### config.mk
export PLATFORM = sky130hd
export DESIGN_NAME = tune_sequencer
export DESIGN_NICKNAME = d
export VERILOG_FILES = /design/src/rtl/tune_pkg.sv /design/src/rtl/tune_sequencer_tick_prescaler.sv /design/src/rtl/tune_sequencer.sv
export SDC_FILE = /design/constraint.sdc
export NUM_CORES = 1
export LEC_CHECK = 0
export CAP_MARGIN = 20
export CORE_UTILIZATION = 56
export DETAILED_ROUTE_END_ITERATION = 10
export PLACE_DENSITY_LB_ADDON = 0.25
export SETUP_SLACK_MARGIN = 0.3
export SYNTH_ARGS = -nofsm -noshare
export SYNTH_HDL_FRONTEND = slang
export SYNTH_HIERARCHICAL = 1
export SYNTH_SLANG_ARGS = --single-unit
### constraint.sdc
create_clock -name clk -period 4.77 [get_ports clk]
set_input_delay 0.954 -clock clk [delete_from_list [all_inputs] [get_ports clk]]
set_output_delay 0.954 -clock clk [all_outputs]
set_load 0.01 [all_outputs]
### src/rtl/tune_pkg.sv
// Shared definitions for the tune player sequencer.
// Contents:
//   state_t        sequencer FSM state encoding
//   PITCH_REST     pitch code for a silent (rest) entry
//   PITCH_END      pitch code marking the end of a song table
//   DUR_*/PITCH_*  bit positions of the fields inside a 10-bit note entry
//   state_is_busy  1 for the states in which a note is being fetched/played
package tune_pkg;

    typedef enum logic [2:0] {
        ST_IDLE  = 3'd0,
        ST_FETCH = 3'd1,
        ST_WAIT  = 3'd2,
        ST_LOAD  = 3'd3,
        ST_PLAY  = 3'd4,
        ST_GAP   = 3'd5,
        ST_DONE  = 3'd6
    } state_t;

    localparam logic [5:0] PITCH_REST = 6'h00;
    localparam logic [5:0] PITCH_END  = 6'h3F;

    localparam int DUR_MSB   = 9;
    localparam int DUR_LSB   = 6;
    localparam int PITCH_MSB = 5;
    localparam int PITCH_LSB = 0;

    function automatic logic state_is_busy(input state_t st);
        logic busy_v;
        case (st)
            ST_FETCH, ST_WAIT, ST_LOAD, ST_PLAY, ST_GAP: busy_v = 1'b1;
            default:                                    busy_v = 1'b0;
        endcase
        return busy_v;
    endfunction

endpackage

### src/rtl/tune_sequencer_tick_prescaler.sv
// tick_prescaler: divides the system clock into duration ticks.
// The counter runs 0..MAX_COUNT-1 while en is high and freezes while en is
// low; tick is a one-clock pulse on the last count of each period.
// Ports:
//   clk   in   system clock
//   rst   in   synchronous reset, active-low
//   en    in   count enable (low = hold)
//   clr   in   restart the period from zero (wins over en)
//   tick  out  period complete this clock
module tick_prescaler #(
    parameter int MAX_COUNT = 100
) (
    input  logic clk,
    input  logic rst,
    input  logic en,
    input  logic clr,
    output logic tick
);

    localparam int CW = (MAX_COUNT > 1) ? $clog2(MAX_COUNT) : 1;
    localparam logic [CW-1:0] LAST = CW'(MAX_COUNT - 1);

    logic [CW-1:0] cnt_q;
    logic [CW-1:0] cnt_d;

    // next count: clear, wrap at LAST, or hold when disabled
    always_comb begin
        cnt_d = cnt_q;
        if (clr) begin
            cnt_d = '0;
        end else if (en) begin
            if (cnt_q == LAST) begin
                cnt_d = '0;
            end else begin
                cnt_d = cnt_q + CW'(1);
            end
        end else begin
            cnt_d = cnt_q;
        end
    end

    // counter register
    always_ff @(posedge clk) begin
        if (!rst) begin
            cnt_q <= '0;
        end else begin
            cnt_q <= cnt_d;
        end
    end

    assign tick = en && (cnt_q == LAST);

endmodule

### src/rtl/tune_sequencer.sv
// tune_sequencer: walks a per-song note table in an external synchronous ROM
// and times each note in prescaled ticks, driving the tone generator.
// Ports:
//   clk        in   system clock
//   rst        in   synchronous reset, active-low
//   play       in   1 = run, 0 = pause
//   song_sel   in   song bank select (registered internally)
//   rom_addr   out  {song_sel_q, ptr}
//   rom_data   in   {dur[3:0], pitch[5:0]}, valid one clock after rom_addr
//   tone_idx   out  pitch index for the tone generator
//   tone_load  out  one-clock strobe: tone_idx is new
//   tone_en    out  tone generator sounds
//   busy       out  fetching or playing a note
//   done       out  song finished (non-looping or empty song)
module tune_sequencer #(
    parameter int MAX_COUNT = 100,
    parameter int PTR_W     = 5,
    parameter int GAP_TICKS = 1,
    parameter int LOOP      = 1
) (
    input  logic             clk,
    input  logic             rst,
    input  logic             play,
    input  logic [1:0]       song_sel,
    output logic [PTR_W+1:0] rom_addr,
    input  logic [9:0]       rom_data,
    output logic [5:0]       tone_idx,
    output logic             tone_load,
    output logic             tone_en,
    output logic             busy,
    output logic             done
);

    import tune_pkg::*;

    localparam bit LOOP_EN = (LOOP != 0);
    localparam bit HAS_GAP = (GAP_TICKS > 0);
    // tick counter must hold both a 4-bit duration and the gap length
    localparam int TCW = ($clog2(GAP_TICKS + 1) > 4) ? $clog2(GAP_TICKS + 1) : 4;
    localparam logic [TCW-1:0] GAP_LAST = HAS_GAP ? TCW'(GAP_TICKS - 1) : '0;

    state_t           state_q,    state_d;
    logic [PTR_W-1:0] ptr_q,      ptr_d;
    logic [1:0]       song_sel_q;
    logic [TCW-1:0]   tick_cnt_q, tick_cnt_d;
    logic [3:0]       dur_q,      dur_d;
    logic             note_on_q,  note_on_d;
    logic [5:0]       tone_idx_q, tone_idx_d;
    logic             tone_load_q, tone_load_d;
    logic             tone_en_q,  tone_en_d;
    logic             busy_q;
    logic             done_q;

    logic             sel_chg_s;
    logic             pre_en_s;
    logic             pre_clr_s;
    logic             tick_s;
    logic             last_s;
    logic [PTR_W-1:0] ptr_next_s;
    state_t           state_next_s;
    logic [3:0]       rom_dur_s;
    logic [5:0]       rom_pitch_s;

    assign rom_dur_s   = rom_data[DUR_MSB:DUR_LSB];
    assign rom_pitch_s = rom_data[PITCH_MSB:PITCH_LSB];

    // song_sel differs from its registered copy: song_sel_q changes this edge
    assign sel_chg_s = (song_sel != song_sel_q);

    // the prescaler only runs while a note or gap is timing and not paused
    assign pre_en_s = play && !sel_chg_s && ((state_q == ST_PLAY) || (state_q == ST_GAP));

    // after the last table slot the song ends as if an END marker was read
    assign last_s       = (ptr_q == {PTR_W{1'b1}});
    assign ptr_next_s   = last_s ? '0 : (ptr_q + PTR_W'(1));
    assign state_next_s = (last_s && !LOOP_EN) ? ST_DONE : ST_FETCH;

    tick_prescaler #(
        .MAX_COUNT (MAX_COUNT)
    ) u_prescaler (
        .clk  (clk),
        .rst  (rst),
        .en   (pre_en_s),
        .clr  (pre_clr_s),
        .tick (tick_s)
    );

    // next-state and next-output logic
    always_comb begin
        state_d     = state_q;
        ptr_d       = ptr_q;
        tick_cnt_d  = tick_cnt_q;
        dur_d       = dur_q;
        note_on_d   = note_on_q;
        tone_idx_d  = tone_idx_q;
        tone_load_d = 1'b0;
        tone_en_d   = 1'b0;
        pre_clr_s   = 1'b0;
        if (sel_chg_s) begin
            // song change aborts everything, even from DONE
            ptr_d      = '0;
            tick_cnt_d = '0;
            pre_clr_s  = 1'b1;
            if (play) begin
                state_d = ST_FETCH;
            end else begin
                state_d = ST_IDLE;
            end
        end else if (!play) begin
            // paused (or idle): everything holds, tone silenced by default
            state_d = state_q;
        end else begin
            case (state_q)
                ST_IDLE: begin
                    state_d = ST_FETCH;
                end
                ST_FETCH: begin
                    state_d = ST_WAIT;
                end
                ST_WAIT: begin
                    if (rom_pitch_s == PITCH_END) begin
                        // an END in slot 0 is an empty song: never loop on it
                        if (LOOP_EN && (ptr_q != '0)) begin
                            state_d = ST_FETCH;
                            ptr_d   = '0;
                        end else begin
                            state_d = ST_DONE;
                        end
                    end else begin
                        state_d = ST_LOAD;
                    end
                end
                ST_LOAD: begin
                    // address is unchanged since FETCH, so rom_data is still valid
                    dur_d       = rom_dur_s;
                    note_on_d   = (rom_pitch_s != PITCH_REST);
                    tone_idx_d  = rom_pitch_s;
                    tone_load_d = (rom_pitch_s != PITCH_REST);
                    tone_en_d   = (rom_pitch_s != PITCH_REST);
                    tick_cnt_d  = '0;
                    pre_clr_s   = 1'b1;
                    state_d     = ST_PLAY;
                end
                ST_PLAY: begin
                    if (tick_s && (tick_cnt_q == TCW'(dur_q))) begin
                        tick_cnt_d = '0;
                        if (HAS_GAP) begin
                            state_d = ST_GAP;
                        end else begin
                            state_d = state_next_s;
                            ptr_d   = ptr_next_s;
                        end
                    end else if (tick_s) begin
                        tick_cnt_d = tick_cnt_q + TCW'(1);
                        tone_en_d  = note_on_q;
                    end else begin
                        tone_en_d = note_on_q;
                    end
                end
                ST_GAP: begin
                    if (tick_s && (tick_cnt_q == GAP_LAST)) begin
                        tick_cnt_d = '0;
                        state_d    = state_next_s;
                        ptr_d      = ptr_next_s;
                    end else if (tick_s) begin
                        tick_cnt_d = tick_cnt_q + TCW'(1);
                    end else begin
                        tick_cnt_d = tick_cnt_q;
                    end
                end
                ST_DONE: begin
                    state_d = ST_DONE;
                end
                default: begin
                    state_d = ST_IDLE;
                end
            endcase
        end
    end

    // state, pointer, note fields and registered outputs
    always_ff @(posedge clk) begin
        if (!rst) begin
            state_q     <= ST_IDLE;
            ptr_q       <= '0;
            song_sel_q  <= 2'b00;
            tick_cnt_q  <= '0;
            dur_q       <= 4'd0;
            note_on_q   <= 1'b0;
            tone_idx_q  <= 6'd0;
            tone_load_q <= 1'b0;
            tone_en_q   <= 1'b0;
            busy_q      <= 1'b0;
            done_q      <= 1'b0;
        end else begin
            state_q     <= state_d;
            ptr_q       <= ptr_d;
            song_sel_q  <= song_sel;
            tick_cnt_q  <= tick_cnt_d;
            dur_q       <= dur_d;
            note_on_q   <= note_on_d;
            tone_idx_q  <= tone_idx_d;
            tone_load_q <= tone_load_d;
            tone_en_q   <= tone_en_d;
            busy_q      <= state_is_busy(state_d);
            done_q      <= (state_d == ST_DONE);
        end
    end

    assign rom_addr  = {song_sel_q, ptr_q};
    assign tone_idx  = tone_idx_q;
    assign tone_load = tone_load_q;
    assign tone_en   = tone_en_q;
    assign busy      = busy_q;
    assign done      = done_q;

endmodule

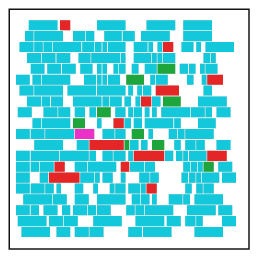
sizing.png
Scale: 4 px per µm.
- magenta: x6 and larger (cells 1; share 0.44%)
- green: x2 (cells 9; share 3.9%)
- red: x3 and x4 (cells 13; share 5.7%)
- cyan: x1 and smaller (cells 206; share 90%)

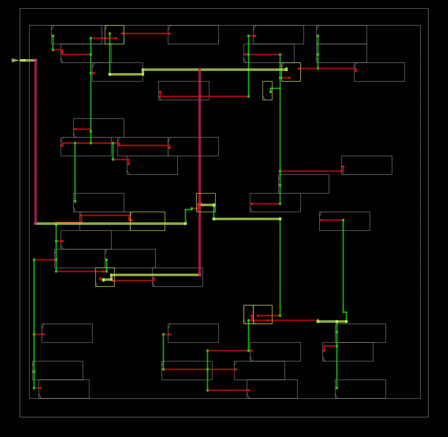
clock_nets.png
Clock Latency Late Sink: 0.35 ns
flip-flops: 36
clk pwr: 0.172 mW
Final Skew: 0.00983 ns

==> out/results.tsv <==
metric	value	unit
p_comb	0.0502	mW
numPortBuffers	31	
largest-register	u_prescaler/cnt_q	
ys_seq_elements	36	
fmax	0.272	GHz
power	0.529	mW
antenna_left	0	
start_kind	input port	
io_pins	32	
hp-start	note_on_q$_SDFFE_PN0P_	
drcViolationCount	0	
hold_ws	0.508	ns
num_tap_cells	44	
comb_power_share	9.5	%
critPathMostFrequentCell	nor2_1	
critPathArrivalTime	3.89	ns
inv_count	7	
use_met2	42.5	%
layout.cells.most_common	dfxtp_1	
cts_tree	built	
die_area	3550	µm²
grt_pass1_wl	6510	µm
whs_path_depth	1	
dp_hpwl	2950	µm
final-clk-cell-share	2.62	%
cts-htree-levels	2	
p_sw	0.129	mW
worstPathMaxFanout	10	
grt_max_degree	21	
peakVddDrop	0.000184	V
synth-edff-count	0	
final-hold-violation-count	0	
syn-num-nets	217	
ys_sh_aoi	14.6	%
status	complete, no violations	
seq_area	721	µm²
netlist-cell-type-count	52	
Power and IR drop assume default switching activity.
